==> config.mk <==
export PLATFORM = sky130hd
export DESIGN_NAME = ls_station
export DESIGN_NICKNAME = d
export VERILOG_FILES = /design/src/rtl/lsq_pkg.sv /design/src/rtl/lsrs_wakeup.sv /design/src/rtl/ls_station.sv
export SDC_FILE = /design/constraint.sdc
export NUM_CORES = 1
export LEC_CHECK = 0
export ABC_AREA = 1
export CORE_MARGIN = 5
export CORE_UTILIZATION = 45
export CTS_BUF_LIST = sky130_fd_sc_hd__clkbuf_8
export DETAILED_ROUTE_END_ITERATION = 8
export GPL_ROUTABILITY_DRIVEN = 0
export PLACE_DENSITY = 0.63
export SETUP_SLACK_MARGIN = 0.05
export SYNTH_ARGS = -nofsm -noshare
export SYNTH_HDL_FRONTEND = slang
export SYNTH_SLANG_ARGS = --single-unit
==> constraint.sdc <==
create_clock -name clk -period 11.1 [get_ports clk]
set_clock_uncertainty 0.15 [all_clocks]
set_input_delay 2.22 -clock clk [delete_from_list [all_inputs] [get_ports clk]]
set_output_delay 2.22 -clock clk [all_outputs]
set_load 0.05 [all_outputs]
run_1/detail.png
Region (75, 75) to (100, 100) um. Cells in grey, sequential cells in the stronger grey; small squares are vias.
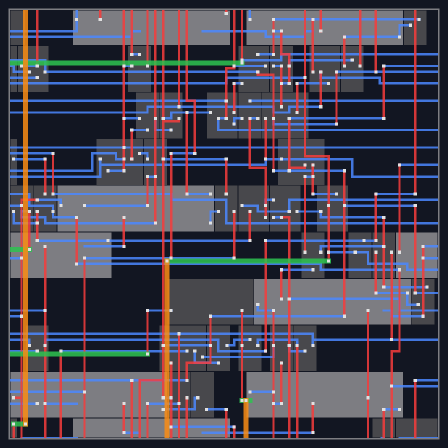
legend:
  metal 2:
    colour: red
  metal 1:
    colour: blue
  metal 3:
    colour: green
  metal 4:
    colour: orange
cells with their middle in the window: 42
most frequent: nand2_1 (18), dfrtp_1 (7)
sequential cells in the window: 7

run_1/layer_met2.png
Scale: 2 px per um.
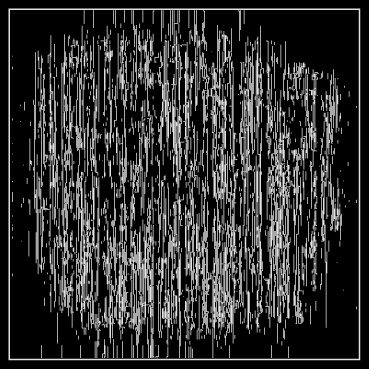
share of all routed wire: 46%
nets with wire on the layer: 1,355
main direction: vertical
vias: 12,328
DRT Wirelength: 39.1 mm
GR Util met2: 41.0%

run_1/sizes.png
Scale: 3 px per um.
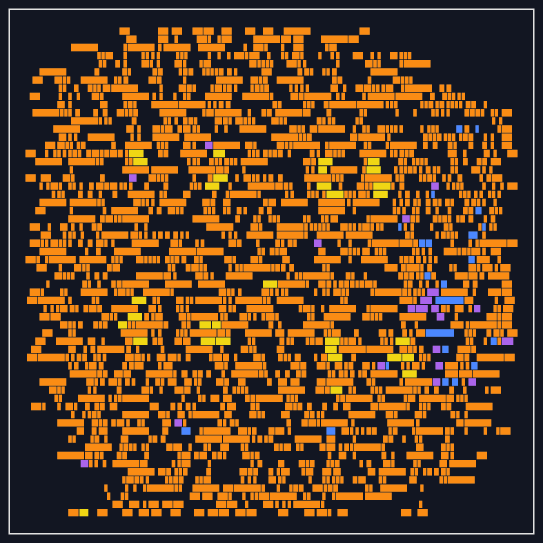
legend:
  _2 cells:
    colour: blue
    cells: 22
    share: 1.2%
  _3 and _4 cells:
    colour: purple
    cells: 20
    share: 1.1%
  _0 and _1 cells:
    colour: orange
    cells: 1,751
    share: 96%
  _6 and larger:
    colour: yellow
    cells: 31
    share: 1.7%
bufs w/o clock: 112
final instance area: 0.0135 mm^2
worst setup margin: 3.70 ns
Area growth syn-to-layout: 10.8%

==> changes_impl.md, run 1 <==
## Implementation

* Placed instance count at 2,133
* HPWL Detailed at between 20 and 25 mm
* ANT nets after route at 0
* Vias in the first global route at 11,785
* Switching pwr at 2.36 mW
* Antenna Cells at 0
* Worst min-delay path class: register to register
* Total negative setup slack at 0 ns
* Yosys reg bits at 175
* Worst setup SP type: input port
* Final worst path period need at 7.40 ns
* Root Driver: clkbuf_8
* Critical path fanouts, max at 102
* First-pass GRT wire length at approximately 64 mm
* Post-synthesis sequential area ratio at a little over a third
* Synthesis Warnings at 0
* FMAX at 0.135 GHz
* Cell Int Power at 2.02 mW
* GRT Total Usage at 25.7%
* CTS H-tree lvls at 4
* Crit end category: output port
* Avg Synthesized Cell Area at roughly 6.7 um^2
* Status: finished clean
* Port bufs at 99
* Comb power frac at just over 60%
* Asr flop ratio synth at 100%
* CTS buffer count at 17
* Yosys Instances at 1,807
* Die W at approximately 170 um
* WL met2 at between 15 and 20 mm
* Worst reg-to-reg setup slack at roughly 6.2 ns
* Layout Cells excl Fill at about 2,200
* Hold Violations, Final at 0
* EDFF count, synth at 0
* CORE AREA at roughly 0.027 mm^2
==> run 1: power groups by stage <==
stage | Sequential, mW | Clock, mW | Combinational, mW
global route | 1.28 | 0.499 | 3.02
CTS | 1.22 | 0.473 | 2.70
global placement | 1.22 | 0 | 2.64
floorplan | 1.15 | 0 | 2.07
detailed placement | 1.23 | 0 | 2.69
finish | 1.23 | 0.467 | 2.69
==> run 1: cell families after synthesis <==
family	share of synthesized area (%)
AND/OR/NAND/NOR	27.0
AND-OR/OR-AND	23.6
buffers and inverters	10.5
flip-flops	36.0
XOR/XNOR	1.44
adder cells (fa/ha/maj)	1.50
==> run 1: synth_stat cells (3+ instances only) <==
cell       instances  area [um^2]
nand2_2            7         43.8
o41ai_1            3         26.3
xnor2_1            9         78.8
dfrtp_1          175         4380
o211ai_1         165         1240
clkbuf_1          82          308
nand2_1          706         2650
buf_2             13         65.1
a211oi_1           3         22.5
ha_1              13          163
o22ai_1           13         81.3
nor2_1            43          161
buf_6             15          169
inv_2              4         15.0
inv_1            168          631
o221ai_1           5         43.8
buf_1             13         48.8
o2111ai_1          5         43.8
a21oi_1           82          410
o21ai_0          172          861
nor2_4             3         33.8
nand3_1           65          325
buf_4              4         30.0
xor2_1            11         96.3
a221oi_1           9         78.8
nand4_1            3         18.8
==> run 1: stage by stage <==
stage	setup WS [ns]	util, %	total power, mW	cell area, um^2
finish	3.70	50.3	4.39	13500
global route	3.50	50.3	4.80	13500
CTS	3.64	50.3	4.39	13500
detailed placement	3.65	48.8	3.92	13100
global placement	3.65	48.8	3.86	13100
floorplan	3.98	-	3.22	12200
==> run 1: metal layers <==
metal | vias up | track usage (%)
met4 | 0 | 6.70
met1 | 5843 | 36.0
met3 | 57 | 4.63
met2 | 454 | 41.0
met5 | - | 0
li1 | 5974 | -
==> run 1: critical path, stage by stage <==
cell and delay, ns:
clkdlybuf4s50_1 0.55, inv_4 0.81, nand3_1 0.18, nor2_2 0.20
nand2_4 0.13, nor2_1 0.11, clkdlybuf4s50_1 0.81
==> run 1: cell type report <==
class	count	area (um^2)	area share [%]
well taps	341	427	3.17
clock buffers	19	262	1.94
flip-flops and latches	175	4380	32.5
inverters	174	661	4.90
clock inverters	13	141	1.05
repair buffers	112	1090	8.08
multi-input cells	1331	6510	48.3
==> run 1 -> run 2 <==
==> constraint.sdc (replaced) <==
create_clock -name clk -period 7.45 [get_ports clk]
set_clock_uncertainty 0.15 [all_clocks]
set_input_delay 1.49 -clock clk [delete_from_list [all_inputs] [get_ports clk]]
set_output_delay 1.49 -clock clk [all_outputs]
set_load 0.05 [all_outputs]
==> run 2 against run 1 <==
  * Cell count unchanged
  * Non-clock buffer count unchanged
  * Die area unchanged
  * Sequential share of layout area about the same
  * Wire length increased by 1.0%
  * Total power increased by 50%
  * Synthesized area unchanged
  * Critical path depth increased by 3
  * Setup slack got worse by 2.1 ns
  * First-iteration DRC count increased by 6.4%
  * Global-route usage decreased by 0.20 points
  * Largest cell class unchanged
==> changes_impl.md, run 2 <==
## Implementation

* Placed inst area at 0.0131 mm^2
* Sequential cell area at roughly 0.0044 mm^2
* Root Driver: clkbuf_8
* Synthesis Warnings at 0
* Area growth syn-to-layout at 10.9%
* HPWL Detailed at 23.4 mm
* Hold Violations, Final at 0
* Final worst path period need at between 5 and 6 ns
* Antenna Cells at 0
* FMAX at 0.172 GHz
* Critical Path Max Stage Delay at 0.81 ns
* First-pass GRT wire length at 63.3 mm
* Cell breakdown of the critical path: buf_4, nand2_1, nand3_1, nand2_1, inv_2, nand3_1, nor2_2, nand2_4, nor2_1, clkdlybuf4s50_1
* Post-synthesis sequential area ratio at 36.0%
* Cell Int Power at 3.04 mW
* Final instance area at roughly 0.013 mm^2
* ANT nets after route at 0
* Worst setup margin at 1.64 ns
* Max stage delay cell, worst path: clkdlybuf4s50_1
* Vias in the first global route at 11,434
* Logic area at 0.00651 mm^2
* Die W at 174 um
* WL met2 at 18.2 mm
* Status: finished clean
* Yosys Instances at 1,807
* Switching pwr at 3.54 mW
* GRT Total Usage at 25.5%
* Comb power frac at 61.2%
* Synth area leader: dfrtp_1
* Avg Synthesized Cell Area at 6.72 um^2
* EDFF count, synth at 0
* Total negative setup slack at 0 ns
* Yosys reg bits at 175
* Worst reg-to-reg setup slack at between 2 and 2.5 ns
* CTS H-tree lvls at 4
* Worst min-delay path class: register to register
-- run 2: cell counts after synthesis --
Identical to the previous run, type by type.
-- run 2: metal layers --
metal  GRT usage [%]  vias up
met5               0        -
met4            5.21        0
met3            3.83       40
met2            41.0      424
met1            36.6     5906
li1                -     5965
-- run 2: worst register-to-register path: stages, from the launching register on --
cell and delay (ns):
dfrtp_2 0.42, inv_2 0.64, buf_4 0.58, ha_1 0.49, inv_1 0.39, nand3_1 0.18, nand2_1 0.09, nand2_1 0.05
nand2_1 0.08, nor2_1 0.04, nand3_1 0.12, nand2_1 0.10, inv_2 0.10, nand2_1 0.06, nand2_1 0.16, nor2_1 0.06
nor2_1 0.10, nand2_1 0.07, nand2_2 0.85, nand2_1 0.13, nand2_1 0.10
-- run 2: metrics by stage --
step                      power, mW  std cells
final                          6.57       2165
after global routing           7.16       2165
after detailed placement       5.84       2133
after floorplan                4.80       1807
after global placement         5.76       2133
after CTS                      6.57       2165
-- run 2: power by group through the flow --
stage                     Sequential [mW]  Clock (mW)  Combinational, mW
after detailed placement             1.84           0               4.00
after global routing                 1.91       0.762               4.50
after global placement               1.83           0               3.94
after floorplan                      1.72           0               3.08
final                                1.84       0.714               4.02
after CTS                            1.83       0.727               4.02
-- run 2: kinds of logic (layout without fill, tap and decap cells) --
logic type	count (synthesis)	count (layout)	synth area share, %
buf+inv	301	318	10.5
fa+ha+maj	14	14	1.50
flops	175	175	36.0
compound gates	464	464	23.6
simple gates	833	833	27.0
xor+xnor	20	20	1.44
-- run 2: cell type report --
type	instances	share of cell area [%]
Multi-Input combinational cell	1331	48.3
Sequential cell	175	32.5
Clock inverter	14	1.24
Tap cell	341	3.16
Timing Repair Buffer	112	8.07
Clock buffer	18	1.84
Inverter	174	4.90
run_2/congestion.png
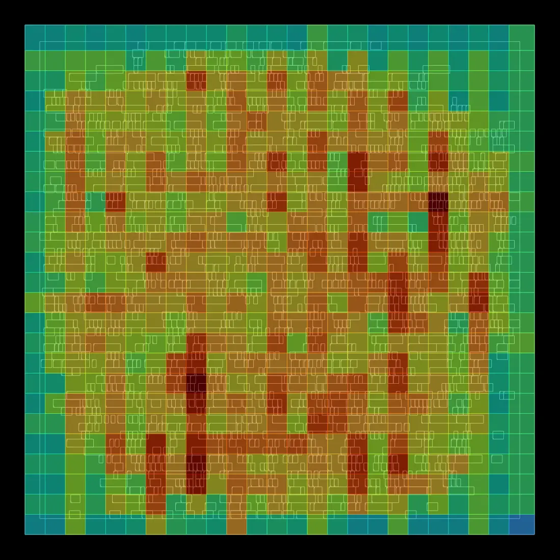
Global Route met3 Usage: 3.83%
gr busiest metal: met2

run_2/layer_met2.png
Scale: 2 px per um.
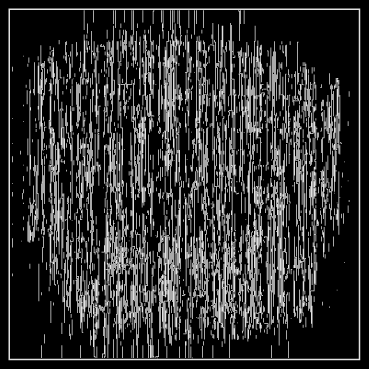
main direction: vertical
nets with wire on the layer: 1,382
longest straight run: 57.1 um
GR Util met2: 41.0%
vias: 12,335
DRT Wirelength: 39.5 mm

No activity file was given, so power comes from the tool's default toggle rates.
